==> config.mk <==
export PLATFORM = sky130hd
export DESIGN_NAME = centroid_tracker
export DESIGN_NICKNAME = d
export VERILOG_FILES = /design/src/rtl/centroid_tracker.sv
export SDC_FILE = /design/constraint.sdc
export NUM_CORES = 1
export LEC_CHECK = 0
export CAP_MARGIN = 10
export CORE_MARGIN = 4
export CORE_UTILIZATION = 61
export CTS_CLUSTER_DIAMETER = 200
export DETAILED_ROUTE_END_ITERATION = 6
export PLACE_DENSITY = 0.8
export REMOVE_ABC_BUFFERS = 1
export SETUP_SLACK_MARGIN = 0.5
export SLEW_MARGIN = 30
export SYNTH_ARGS = -nofsm -noshare
export SYNTH_HDL_FRONTEND = slang
export SYNTH_SLANG_ARGS = --single-unit
export TNS_END_PERCENT = 10
==> constraint.sdc <==
create_clock -name ball_clock -period 3.2 [get_ports ball_clock]
set_input_delay 0.48 -clock ball_clock [delete_from_list [all_inputs] [get_ports ball_clock]]
set_output_delay 0.48 -clock ball_clock [all_outputs]
set_load 0.005 [all_outputs]
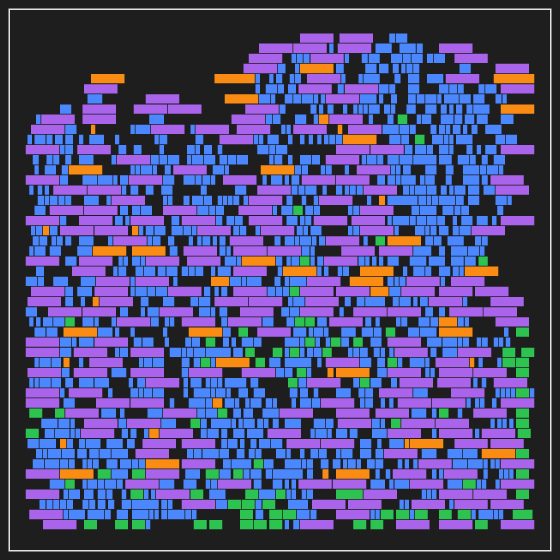
Figure 1: run 1, cell classes on the final placement.
class	color	cells
combinational and other logic	blue	919
clock drivers and dummy loads	orange	45
remaining buffers and delay cells	green	81
sequential cells	purple	218
CORE AREA: 18200 um2
row count: 49
Final Util: 72.0%

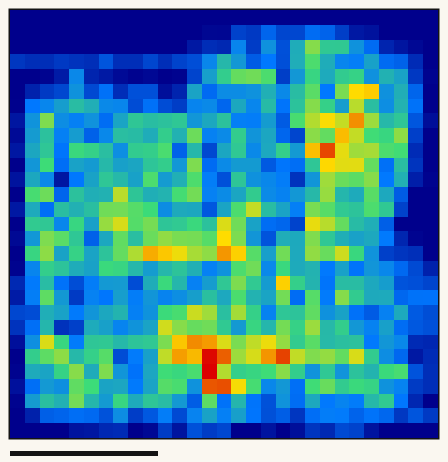
Figure 2: run 1, signal metal coverage by tile.
Scale bar: 50 um. 29 x 29 tiles, from dark blue (low) to red (high), scaled to the fullest tile. Values are wire area over tile area, all layers added.
tiles over half the peak	19%
emptiest ninth of the die	north-west
densest ninth of the die	south
Routed WL: 26.4 mm
vias: 9262
drt wl/cell: 17.7 um
Tot GR Track Use: 25.1%

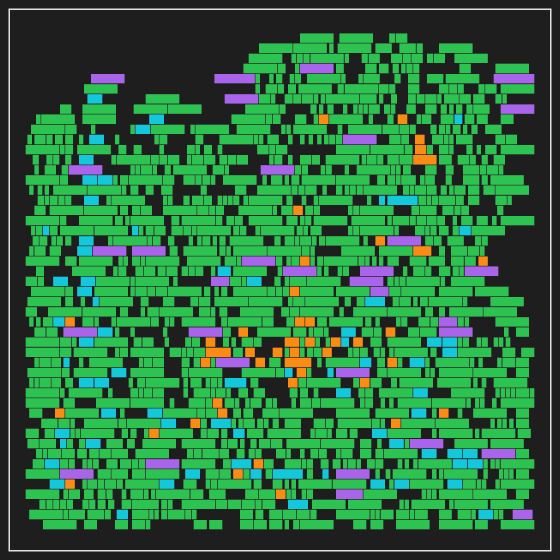
Figure 3: run 1, drive-strength map.
size	color	cells	share	most used
_2 cells	cyan	72	5.7%	mux2_2
_0 and _1 cells	green	1115	88%	dfrtp_1
_6 and larger	purple	32	2.5%	clkbuf_16
_3 and _4 cells	orange	44	3.5%	buf_4
P&R area growth vs syn: 14.7%
Final Instance Area: 13100 um2
final setup margin: 0.432 ns
Non-CTS buffers: 81

==> results_dict.tcl, run 1 <==
# place-and-route summary
set metrics [dict create \
    numCtsBuffers 25 \
    dpl.cell_count 1444 \
    worstMarginPinSlew_ns 0.767 \
    internal-power_w 0.00534 \
    met3_length_mm 1.35 \
    pg_comb_w 0.00153 \
    whs_ns -0.00549 \
    path_cells "inv_1 > ha_2 > fa_2 > nand2b_4 > a21o_1 > a31o_1 > or2_4 > a311o_1 > or4_1 > nand2_1" \
    hold_viol_final 5 \
    fmax_mhz 361 \
    ff_type "dfrtp_1" \
    min_period_over_period_pct 86.5 \
    chip_area_um2 21000 \
    grt_pass1_vias 9165 \
    tns_ns 0 \
    violations "hold timing" \
    topCellsByArea "dfrtp_1, nand2_1, mux2_2" \
    leakage_nw 6.00 \
    peakVddDrop_uv 534 \
    comb_power_share_pct 20.3 \
    drtIter0Drc 648 \
    buffer_ports.inserted 45 \
    adder_share_pct 4.90 \
    clkTransAtPathRegs_ns 0.06 \
    yosysTopAreaCell "dfrtp_1" \
    status "complete, but fails checks" \
    placed_area_um2 12200 \
    cp_max_fo 3 \
    compound_area_share_pct 17.7 \
    startpoint_type "flop" \
    post_cts.repair.setup_buffers 1 \
    powerSeq_w 0.00321 \
    top_layer_used "met4" \
    diodes 0 \
]
[run 1: cell type report]
cell class / count / area [um2]
multi-input cells: 879 / 5680
flip-flops and latches: 218 / 5460
fillers: 1340 / 5100
repair buffers: 81 / 738
clock buffers: 32 / 682
well taps: 229 / 287
inverters: 40 / 150
clock inverters: 13 / 123
[run 1: metrics by stage]
stage          total power [W]  utilization [%]  hold slack [ns]
3_3_place_gp           0.00462             67.1            0.443
3_5_place_dp           0.00466             67.1            0.453
2_1_floorplan          0.00422                -            0.184
5_1_grt                0.00789             72.0           0.0423
4_1_cts                0.00749             71.6           0.0195
6_report               0.00752             72.0         -0.00549
==> run 2, diff against run 1 <==
SLEW_MARGIN = default   (was 30)
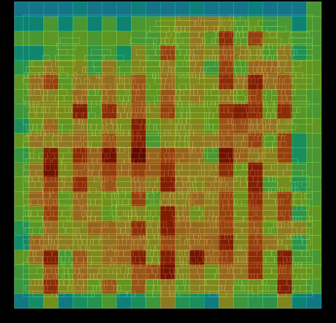
Figure 4: run 2, routing congestion.
met3 Use GR: 3.15%
gr busiest metal: met2
met1 Use GR: 35.8%
met2 Use GR: 41.1%

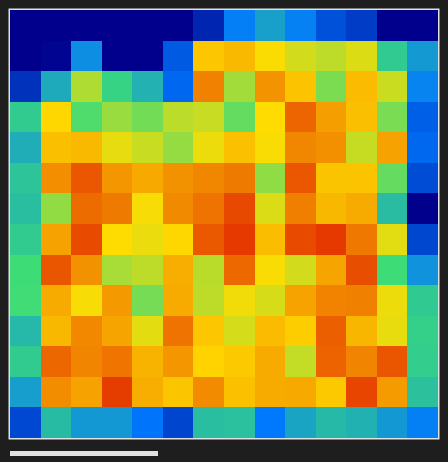
Figure 5: run 2, cell density map.
Scale bar: 50 um. 14 x 14 tiles, from dark blue (low) to red (high), 0 to 100% covered.
fullest tile	94%
tiles over 75% full	44%
densest ninth of the die	center
nearly empty tiles	6.6%
initial core utilization: 62.8%

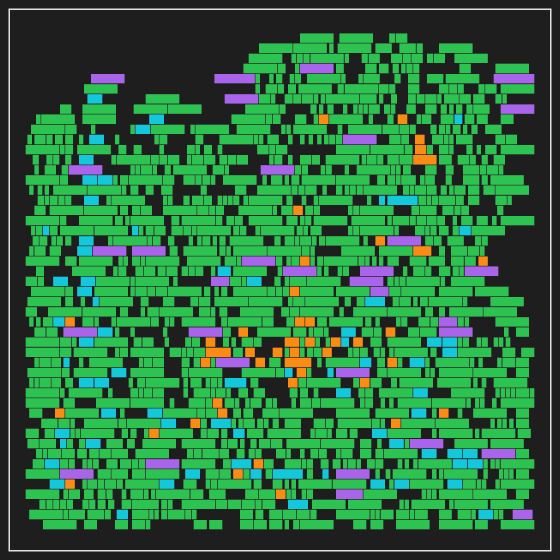
Figure 6: run 2, drive-strength map.
size	color	cells	share	most used
_2 cells	cyan	72	5.7%	mux2_2
_3 and _4 cells	orange	44	3.5%	buf_4
_0 and _1 cells	green	1115	88%	dfrtp_1
_6 and larger	purple	32	2.5%	clkbuf_16

==> run 2 against run 1 <==
  * The run still ends with hold timing left
  * Final cell count stayed put
  * Synthesized cell count unchanged
  * Fmax unchanged
  * Highest routed layer unchanged
==> results_dict.tcl, run 2 <==
# place-and-route summary
set metrics [dict create \
    min_period_over_period_pct 86.5 \
    violations "hold timing" \
    placed_area_um2 12200 \
    final_core_util_pct 72.0 \
    diodes 0 \
    totalWireLength_mm 26.4 \
    final_area_um2 13100 \
    leakage_nw 6.00 \
    post_cts.repair.setup_buffers 1 \
    peakVddDrop_uv 534 \
    num_vias 9262 \
    compound_area_share_pct 17.7 \
    worst_slack_ns 0.432 \
    powerSeq_w 0.00321 \
    ff_type "dfrtp_1" \
    hold_viol_final 5 \
    internal-power_w 0.00534 \
    wl_per_cell_um 17.7 \
    drtIter0Drc 648 \
    core-area_um2 18200 \
    track_usage_pct 25.1 \
    startpoint_type "flop" \
    clkTransAtPathRegs_ns 0.06 \
    dpl.cell_count 1444 \
    met3_length_mm 1.35 \
    adder_share_pct 4.90 \
    yosysTopAreaCell "dfrtp_1" \
    topCellsByArea "dfrtp_1, nand2_1, mux2_2" \
    whs_ns -0.00549 \
    status "complete, but fails checks" \
    buffer_ports.inserted 45 \
]
-- run 2: cell counts after synthesis --
Identical to the previous run, type by type.
-- run 2: worst max-delay path, stage by stage (launching register included) --
cell and delay (ns):
dfrtp_1 0.36, inv_1 0.07, ha_2 0.20, fa_2 0.37, nand2b_4 0.16, a21o_1 0.18
a31o_1 0.24, or2_4 0.26, a311o_1 0.37, or4_1 0.42, nand2_1 0.08
-- run 2: layout make-up --
type	instances	area (um2)	area share, %
clock buffers	32	682	5.20
clock inverters	13	123	0.935
inverters	40	150	1.15
multi-input cells	879	5680	43.3
flip-flops and latches	218	5460	41.6
well taps	229	287	2.19
repair buffers	81	738	5.63
Power and IR drop assume default switching activity.
